===== config.mk =====
export PLATFORM = sky130hd
export DESIGN_NAME = checksum_arbiter
export DESIGN_NICKNAME = d
export VERILOG_FILES = /design/src/rtl/cksum_arb_pkg.sv /design/src/rtl/checksum_arbiter_rr.sv /design/src/rtl/checksum_arbiter.sv
export SDC_FILE = /design/constraint.sdc
export NUM_CORES = 1
export LEC_CHECK = 0
export CORE_MARGIN = 2
export CORE_UTILIZATION = 50
export DETAILED_ROUTE_END_ITERATION = 8
export PLACE_DENSITY = 0.87
export SYNTH_ARGS = -nofsm -noshare
export SYNTH_HDL_FRONTEND = slang
export SYNTH_SLANG_ARGS = --single-unit

===== constraint.sdc =====
create_clock -name clk -period 5.8 [get_ports clk]
set_input_delay 0.87 -clock clk [delete_from_list [all_inputs] [get_ports clk]]
set_output_delay 0.87 -clock clk [all_outputs]
set_load 0.1 [all_outputs]

===== src/rtl/cksum_arb_pkg.sv =====
// cksum_arb_pkg: shared FSM encoding, default parameters and width helper for checksum_arbiter.
package cksum_arb_pkg;

  typedef enum logic [1:0] {
    IDLE,
    ISSUE,
    COLLECT,
    RESP
  } state_e;

  localparam int DEF_NUM_REQ        = 4;
  localparam int DEF_IN_DATA_WIDTH  = 17;
  localparam int DEF_OUT_DATA_WIDTH = 21;
  localparam int DEF_SEG_COUNT      = 8;
  localparam int DEF_ACC_WIDTH      = 24;
  localparam int DEF_TIMEOUT        = 64;

  function automatic int id_width(input int n);
    return (n > 1) ? $clog2(n) : 1;
  endfunction

endpackage


===== src/rtl/checksum_arbiter_rr.sv =====
// rr_arbiter: combinational round-robin pick of the first request at or above the pointer, wrapping.
module rr_arbiter
  import cksum_arb_pkg::*;
#(
  parameter int N = DEF_NUM_REQ
) (
  input  logic [N-1:0]              req_i,
  input  logic [id_width(N)-1:0]    ptr_i,
  input  logic                      en_i,
  output logic [N-1:0]              grant_o,
  output logic [id_width(N)-1:0]    idx_o
);

  localparam int IW = id_width(N);

  logic found;

  always_comb begin
    grant_o = '0;
    idx_o   = '0;
    found   = 1'b0;
    for (int k = 0; k < N; k++) begin
      if (en_i && !found && req_i[(int'(ptr_i) + k) % N]) begin
        found                            = 1'b1;
        grant_o[(int'(ptr_i) + k) % N]   = 1'b1;
        idx_o                            = IW'((int'(ptr_i) + k) % N);
      end
    end
  end

endmodule


===== src/rtl/checksum_arbiter.sv =====
// checksum_arbiter: round-robin sharing of one checksum engine; sums SEG_COUNT result beats per job.
// Optional CKSUM_ARB_STATS_EN adds saturating job/timeout counters.
module checksum_arbiter
  import cksum_arb_pkg::*;
#(
  parameter int NUM_REQ        = DEF_NUM_REQ,
  parameter int IN_DATA_WIDTH  = DEF_IN_DATA_WIDTH,
  parameter int OUT_DATA_WIDTH = DEF_OUT_DATA_WIDTH,
  parameter int SEG_COUNT      = DEF_SEG_COUNT,
  parameter int ACC_WIDTH      = DEF_ACC_WIDTH,
  parameter int TIMEOUT        = DEF_TIMEOUT
) (
  input  logic                               clk,
  input  logic                               reset,
  input  logic [NUM_REQ-1:0]                 req_vld,
  input  logic [NUM_REQ*IN_DATA_WIDTH-1:0]   req_data,
  input  logic [NUM_REQ*4-1:0]               req_poly,
  output logic [NUM_REQ-1:0]                 req_rdy,
  output logic                               eng_in_data_vld,
  output logic [IN_DATA_WIDTH-1:0]           eng_in_data,
  output logic [3:0]                         eng_polynomial,
  input  logic [OUT_DATA_WIDTH-1:0]          eng_out_data,
  input  logic                               eng_out_data_vld,
  output logic                               rsp_vld,
  output logic [id_width(NUM_REQ)-1:0]       rsp_id,
  output logic [ACC_WIDTH-1:0]               rsp_sum,
  output logic                               rsp_err,
  input  logic                               rsp_rdy,
  output logic                               busy
`ifdef CKSUM_ARB_STATS_EN
  ,
  output logic [15:0]                        stat_jobs,
  output logic [7:0]                         stat_timeouts
`endif
);

  localparam int IW = id_width(NUM_REQ);
  localparam int BW = $clog2(SEG_COUNT + 1);
  localparam int TW = $clog2(TIMEOUT + 1);

  state_e                   state_q, state_d;
  logic [IW-1:0]            ptr_q, ptr_d;
  logic [IW-1:0]            id_q, id_d;
  logic [IN_DATA_WIDTH-1:0] data_q, data_d;
  logic [3:0]               poly_q, poly_d;
  logic [ACC_WIDTH-1:0]     acc_q, acc_d;
  logic [BW-1:0]            beat_q, beat_d;
  logic [TW-1:0]            tmo_q, tmo_d;
  logic                     err_q, err_d;
  logic [NUM_REQ-1:0]       grant;
  logic [IW-1:0]            gidx;
  logic                     beat;

  // Gating with reset keeps req_rdy low while reset is held, even though the FSM already sits in IDLE.
  rr_arbiter #(.N(NUM_REQ)) u_arb (
    .req_i   (req_vld),
    .ptr_i   (ptr_q),
    .en_i    (state_q == IDLE && reset),
    .grant_o (grant),
    .idx_o   (gidx)
  );

  assign beat = eng_out_data_vld && (state_q == ISSUE || state_q == COLLECT);

  always_comb begin
    state_d = state_q;
    ptr_d   = ptr_q;
    id_d    = id_q;
    data_d  = data_q;
    poly_d  = poly_q;
    acc_d   = acc_q;
    beat_d  = beat_q;
    tmo_d   = tmo_q;
    err_d   = err_q;
    case (state_q)
      IDLE: begin
        if (|grant) begin
          state_d = ISSUE;
          id_d    = gidx;
          data_d  = req_data[int'(gidx)*IN_DATA_WIDTH +: IN_DATA_WIDTH];
          poly_d  = req_poly[int'(gidx)*4 +: 4];
          ptr_d   = (gidx == IW'(NUM_REQ - 1)) ? '0 : gidx + IW'(1);
          acc_d   = '0;
          beat_d  = '0;
          tmo_d   = '0;
          err_d   = 1'b0;
        end
      end
      ISSUE, COLLECT: begin
        if (state_q == ISSUE) state_d = COLLECT;
        if (beat) begin
          acc_d  = acc_q + ACC_WIDTH'(eng_out_data);
          beat_d = beat_q + BW'(1);
          tmo_d  = '0;
          if (beat_d == BW'(SEG_COUNT)) begin
            state_d = RESP;
            err_d   = 1'b0;
          end
        end else if (state_q == COLLECT) begin
          tmo_d = tmo_q + TW'(1);
          if (tmo_d == TW'(TIMEOUT)) begin
            state_d = RESP;
            err_d   = 1'b1;
          end
        end
      end
      RESP: state_d = rsp_rdy ? IDLE : RESP;
      default: state_d = IDLE;
    endcase
  end

  always_ff @(posedge clk or negedge reset) begin
    if (!reset) begin
      state_q <= IDLE;
      ptr_q   <= '0;
      id_q    <= '0;
      data_q  <= '0;
      poly_q  <= '0;
      acc_q   <= '0;
      beat_q  <= '0;
      tmo_q   <= '0;
      err_q   <= 1'b0;
    end else begin
      state_q <= state_d;
      ptr_q   <= ptr_d;
      id_q    <= id_d;
      data_q  <= data_d;
      poly_q  <= poly_d;
      acc_q   <= acc_d;
      beat_q  <= beat_d;
      tmo_q   <= tmo_d;
      err_q   <= err_d;
    end
  end

  assign req_rdy         = grant;
  assign eng_in_data_vld = state_q == ISSUE;
  assign eng_in_data     = data_q;
  assign eng_polynomial  = poly_q;
  assign rsp_vld         = state_q == RESP;
  assign rsp_id          = id_q;
  assign rsp_sum         = acc_q;
  assign rsp_err         = err_q;
  assign busy            = state_q != IDLE;

`ifdef CKSUM_ARB_STATS_EN
  logic [15:0] jobs_q;
  logic [7:0]  tmos_q;

  always_ff @(posedge clk or negedge reset) begin
    if (!reset) begin
      jobs_q <= '0;
      tmos_q <= '0;
    end else if (rsp_vld && rsp_rdy) begin
      jobs_q <= (&jobs_q) ? jobs_q : jobs_q + 16'd1;
      tmos_q <= (err_q && !(&tmos_q)) ? tmos_q + 8'd1 : tmos_q;
    end
  end

  assign stat_jobs     = jobs_q;
  assign stat_timeouts = tmos_q;
`endif

endmodule


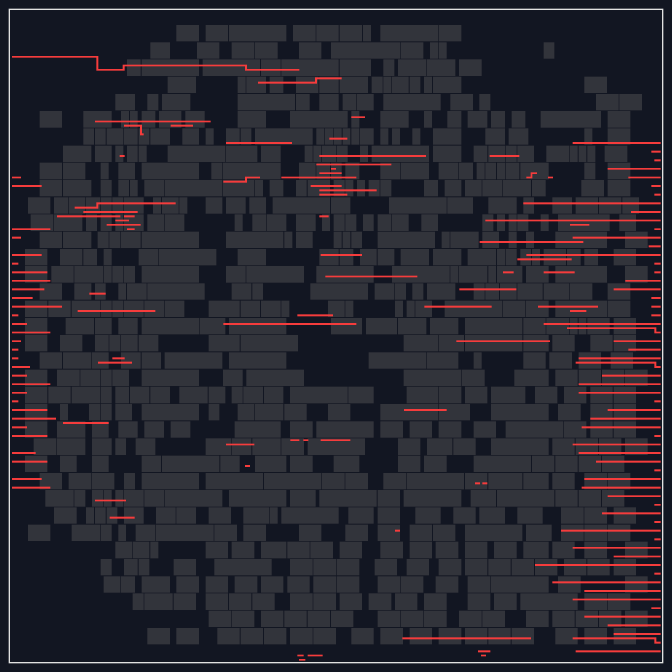
(images/layer_met3.png)
wire length on this layer: 1040 um
main direction: horizontal
nets with wire on the layer: 135
share of all routed wire: 7.7%
longest straight run: 27.4 um
vias post-DR: 4523
final WL: 13530 um

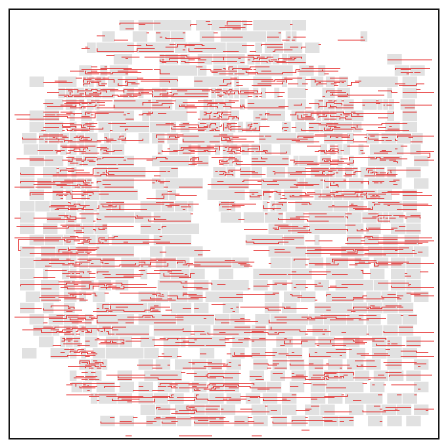
(images/layer_met1.png)
longest straight run: 27.6 um
main direction: horizontal
wire length on this layer: 5410 um
share of all routed wire: 40%

==> results.sh <==
# physical design summary
export IMPL_combPwrFrac=0.732
export IMPL_post_route_min_period_ns=4.322
export IMPL_simple_gate_share=0.1097
export IMPL_run_status="complete, no violations"
export IMPL_grt_setup_unrepaired="no"
export IMPL_endpoint="req_rdy[0]"
export IMPL_placedCellCount=767
export IMPL_ys_flops=63
export IMPL_ctsResizeCount=0
export IMPL_crit_arrival_ns=3.45
export IMPL_worstHoldPathType="register to register"
export IMPL_power_top_group="combinational logic"
export IMPL_worst_r2r_setup_slack_ns=1.58
export IMPL_final_antenna_net_count=0
export IMPL_mostFrequentLayoutCell="clkdlybuf4s50_1"
export IMPL_floorplan_nets=634
export IMPL_met3_length_um=1038
export IMPL_top_cell_area_share=0.3221
export IMPL_finalCritPeriodShare=0.7452
export IMPL_dpl_hpwl_um=10520
export IMPL_critPathMaxFanout=16
export IMPL_fin_nets=796
export IMPL_fp_util=0.5078
export IMPL_synthTopLogicFamily="multiplexers"
export IMPL_ys_seq_frac=0.3221
export IMPL_async_flop_share=1.000
export IMPL_drv_slew=0
export IMPL_core_sq_mm=0.009639
export IMPL_whs_ns=0.4870
export IMPL_crit_type="register to output pin"
export IMPL_fill_cells=763
export IMPL_power_per_cell_area_mw_per_mm2=626.0
export IMPL_inv_count=18
export IMPL_synth_area_sq_mm=0.004895
export IMPL_worst_slack_ns=1.478
